===== config.mk =====
export PLATFORM = sky130hd
export DESIGN_NAME = serial_deserializer
export DESIGN_NICKNAME = d
export VERILOG_FILES = /design/src/rtl/serial_deserializer_pkg.sv /design/src/rtl/serial_deserializer_out_reg.sv /design/src/rtl/serial_deserializer.sv
export SDC_FILE = /design/constraint.sdc
export NUM_CORES = 1
export LEC_CHECK = 0
export ABC_AREA = 0
export CAP_MARGIN = 5
export CORE_MARGIN = 1.5
export CORE_UTILIZATION = 45
export CTS_BUF_LIST = sky130_fd_sc_hd__clkbuf_8 sky130_fd_sc_hd__clkbuf_16
export CTS_CLUSTER_DIAMETER = 100
export DETAILED_ROUTE_END_ITERATION = 7
export GPL_TIMING_DRIVEN = 0
export PLACE_DENSITY = 0.67
export SLEW_MARGIN = 20
export SYNTH_ARGS = -nofsm -noshare
export SYNTH_HDL_FRONTEND = slang
export SYNTH_SLANG_ARGS = --single-unit
export TNS_END_PERCENT = 5

===== constraint.sdc =====
create_clock -name clock -period 3.4 [get_ports clock]
set_input_delay 0.68 -clock clock [delete_from_list [all_inputs] [get_ports clock]]
set_output_delay 0.68 -clock clock [all_outputs]
set_load 0.02 [all_outputs]

===== src/rtl/serial_deserializer_pkg.sv =====
// Shared definitions for the serial deserializer: FSM state encoding and default word width.
package serial_deserializer_pkg;

   localparam int DEFAULT_WIDTH = 8;
   localparam int STATE_W       = 3;

   typedef enum logic [STATE_W-1:0] {
      ST_IDLE    = 3'd0,
      ST_DATA    = 3'd1,
      ST_PARITY  = 3'd2,
      ST_STOP    = 3'd3,
      ST_RECOVER = 3'd4
   } state_e;

endpackage


===== src/rtl/serial_deserializer_out_reg.sv =====
// Single-entry valid/ready holding register for assembled words; flags overrun when a
// completed word arrives while the held word is still waiting for the consumer.
module serial_deserializer_out_reg #(
   parameter int WIDTH = 8
) (
   input  logic             clock,
   input  logic             reset,
   input  logic             load_i,
   input  logic [WIDTH-1:0] data_i,
   input  logic             par_err_i,
   input  logic             ready_i,
   output logic [WIDTH-1:0] data_o,
   output logic             valid_o,
   output logic             par_err_o,
   output logic             overrun_o
);

   logic [WIDTH-1:0] data_q, data_d;
   logic             valid_q, valid_d;
   logic             perr_q, perr_d;
   logic             ovr_q, ovr_d;
   logic             accept;

   // A word may load when the slot is empty or is being drained on this same edge.
   assign accept = !valid_q || ready_i;

   always_comb begin
      data_d  = data_q;
      valid_d = valid_q;
      perr_d  = 1'b0;
      ovr_d   = 1'b0;
      if (valid_q && ready_i) begin
         valid_d = 1'b0;
      end
      if (load_i) begin
         perr_d = par_err_i;
         if (accept) begin
            data_d  = data_i;
            valid_d = 1'b1;
         end else begin
            ovr_d = 1'b1;
         end
      end
   end

   always_ff @(posedge clock or posedge reset) begin
      if (reset) begin
         data_q  <= '0;
         valid_q <= 1'b0;
         perr_q  <= 1'b0;
         ovr_q   <= 1'b0;
      end else begin
         data_q  <= data_d;
         valid_q <= valid_d;
         perr_q  <= perr_d;
         ovr_q   <= ovr_d;
      end
   end

   assign data_o    = data_q;
   assign valid_o   = valid_q;
   assign par_err_o = perr_q;
   assign overrun_o = ovr_q;

endmodule


===== src/rtl/serial_deserializer.sv =====
// Framed serial-to-parallel receiver sampling on an external bit strobe.
// Optional even-parity bit and checking enabled by defining PARITY_CHECK_EN.
module serial_deserializer
   import serial_deserializer_pkg::*;
#(
   parameter  int WIDTH = DEFAULT_WIDTH,
   localparam int CNT_W = (WIDTH > 1) ? $clog2(WIDTH) : 1
) (
   input  logic             clock,
   input  logic             reset,
   input  logic             data_in,
   input  logic             sample_en,
   output logic [WIDTH-1:0] out_data,
   output logic             out_valid,
   input  logic             out_ready,
   output logic             frame_error,
   output logic             parity_error,
   output logic             overrun
);

   state_e           state_q;
   logic [CNT_W-1:0] cnt_q;
   logic [WIDTH-1:0] shift_q;
   logic             frame_err_q;
   logic             word_done;
   logic             par_bad;
`ifdef PARITY_CHECK_EN
   logic             par_q;
`endif

   assign word_done = sample_en && (state_q == ST_STOP) && data_in;

   always_ff @(posedge clock or posedge reset) begin
      if (reset) begin
         state_q     <= ST_IDLE;
         cnt_q       <= '0;
         shift_q     <= '0;
         frame_err_q <= 1'b0;
`ifdef PARITY_CHECK_EN
         par_q       <= 1'b0;
`endif
      end else begin
         frame_err_q <= 1'b0;
         if (sample_en) begin
            case (state_q)
               ST_IDLE: begin
                  if (!data_in) begin
                     state_q <= ST_DATA;
                     cnt_q   <= '0;
                  end
               end
               ST_DATA: begin
                  shift_q[cnt_q] <= data_in;
                  if (cnt_q == CNT_W'(WIDTH - 1)) begin
`ifdef PARITY_CHECK_EN
                     state_q <= ST_PARITY;
`else
                     state_q <= ST_STOP;
`endif
                  end else begin
                     cnt_q <= cnt_q + 1'b1;
                  end
               end
`ifdef PARITY_CHECK_EN
               ST_PARITY: begin
                  par_q   <= data_in;
                  state_q <= ST_STOP;
               end
`endif
               ST_STOP: begin
                  if (data_in) begin
                     state_q <= ST_IDLE;
                  end else begin
                     frame_err_q <= 1'b1;
                     state_q     <= ST_RECOVER;
                  end
               end
               // A line stuck low after a bad stop bit must go high before a new start counts.
               ST_RECOVER: begin
                  if (data_in) begin
                     state_q <= ST_IDLE;
                  end
               end
               default: state_q <= ST_IDLE;
            endcase
         end
      end
   end

`ifdef PARITY_CHECK_EN
   assign par_bad = ^{shift_q, par_q};
`else
   assign par_bad = 1'b0;
`endif

   assign frame_error = frame_err_q;

   serial_deserializer_out_reg #(
      .WIDTH (WIDTH)
   ) u_out_reg (
      .clock     (clock),
      .reset     (reset),
      .load_i    (word_done),
      .data_i    (shift_q),
      .par_err_i (par_bad),
      .ready_i   (out_ready),
      .data_o    (out_data),
      .valid_o   (out_valid),
      .par_err_o (parity_error),
      .overrun_o (overrun)
   );

endmodule

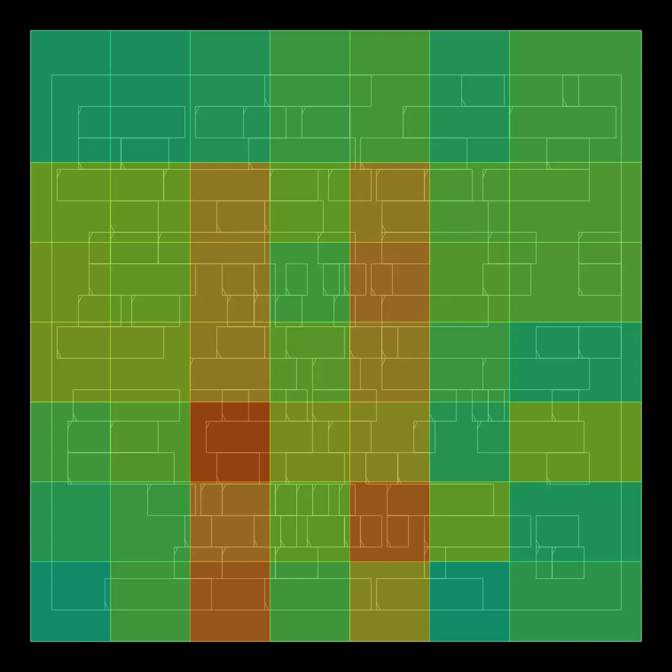
(images/congestion.png)
total track usage: 0.163
met2 GRT Util: 0.267
final core utilization: 0.588
DR WL/cell: 13.9 µm

==> changes_impl.md <==
### Metrics

- Inst Count DP: 129
- Adder share: 0.0224
- CTS tree: yes
- Post-Route Setup TNS: 0 ns
- Via-to-Cell Ratio: 5.28
- Top cells by count, synth: 25 x dfrtp_1, 17 x mux2_2, 4 x inv_1, 4 x nor3_1
- H-tree depth: 1
- Dominant flop cell: dfrtp_1
- Initial antenna violation count: 0
- Syn nets: 94
- Max Clock Skew: 0.00231 ns
- Port-buffer cells: 14
- Worst-path clk slew: 0.09 ns
- Syn_area_per_cell: 12.8 µm²
- Area leader share: 0.561
- Commonest Layout Cell: dfrtp_1
- Slew Limit Fails: 0
- Layout area overhead: 19.8%
- Share of layout cells above drive strength 1: 0.267
- Aoi share: 0.0460
- Total power: 1.02 mW
- GR Layer Usage met3: 0.0343
- Tcrit/Tclk final: 0.627
- Status: completed
- Synth area leader: dfrtp_1
- Final hold violation count: 0
- Crit-path cells: clkdlybuf4s50_1 > nand3_2 > nor4b_4 > mux2_2
- Num CTS Buffers: 3
- Worst-Margin Slew: 0.946 ns
- Crit path time final: 2.13 ns
- DR DRC count: 0
- Worst Hold Class: register to register
- Sequential share of the synthesized area: 0.561
- FF-to-FF path depth: 3
- Hold EP: u_out_reg.data_o[0]
- Worst path required time: 3.55 ns
- Ant diodes: 0
- Worst hold path cell count: 1
- Post-synthesis cell area: 0.00112 mm²
- Top Layout Cells: 25 x dfrtp_1, 17 x mux2_2, 14 x clkdlybuf4s50_1
- Xor/xnor cell area share of the yosys netlist: 0
- OpenROAD warning count: 26
- Main logic family after synthesis: multiplexers
- Detailed Place HPWL: 1.32 mm
- Starting DRT DRC Count: 9
- Fill cell count: 202
- Cell Rows: 17
- VDD IR max: 0.490 mV
- YS chip area: 0.00112 mm²
- Post-detailed-route count of antenna-violating nets: 0
- Cell area power density: 766 mW/mm²
- Peak Freq: 469 MHz
- Endpoint class of the critical path: register
- Switching share of power: 0.327
- P_int: 0.689 mW
- Combinational share of power: 0.363
- Reg-to-Reg End: shift_q[0]
- Top delay family on crit path: simple AND/OR/NAND/NOR gates
- Total congestion overflow: 0
- LEAKAGE: 0.609 nW
- Vias in the first global route: 709
- Async set or reset register ratio after synthesis: 1.00
- Late-Pin Clk Latency: 0.26 ns
- Iteration count of the initial detailed-routing pass: 4
- Post-route worst setup slack: 1.27 ns
- Simple-Gate Area Share: 0.151
- Routability congestion estimate: 0.767
- RSZ-0062 raised after global routing: no
- Top Metal Used: met4
- CP bufs+invs: 1
- Mux area share: 0.180
- Slowest CP cell: clkdlybuf4s50_1
- Placed inst area: 0.00129 mm²
- Arrival @ worst endpoint: 2.29 ns
- Top cells, area: dfrtp_1 56%, mux2_2 17%, ha_1 2.2%
- Largest net degree at the start of global routing: 26
- Worst path max stage delay: 0.54 ns
- Comb gate area: 450 µm²
- Sequential power share: 0.468
- Worst Setup SP: sample_en
- Post-synth EDFFs: 0
- Post-cts sizing count: 0
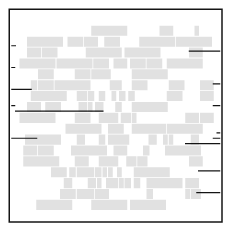
(images/layer_met3.png)
(4 px per µm) Cells faint in the background.
main direction	horizontal
longest straight run	21.8 µm

[power groups by stage]
stage / registers (mW) / clock network, mW / logic, mW
finish: 0.479 / 0.173 / 0.372
global route: 0.495 / 0.188 / 0.412
CTS: 0.480 / 0.179 / 0.376
detailed placement: 0.487 / 0 / 0.375
global placement: 0.481 / 0 / 0.366
floorplan: 0.511 / 0 / 0.223
[state kept, by name, summed over array words and instances (netlist names)]
name and flops:
u_out_reg.overrun_o 1, frame_error 1, u_out_reg.valid_o 1, u_out_reg.data_o 8
cnt_q 3, shift_q 8, state_q 3
[final cells by class]
type	count	share of cell area
Clock inverter	1	0.00374
Buffer	4	0.0159
Tap cell	28	0.0262
Timing Repair Buffer	14	0.105
Multi-Input combinational cell	53	0.337
Clock buffer	3	0.0309
Sequential cell	25	0.468
Inverter	5	0.0140
Power and IR drop assume default switching activity.
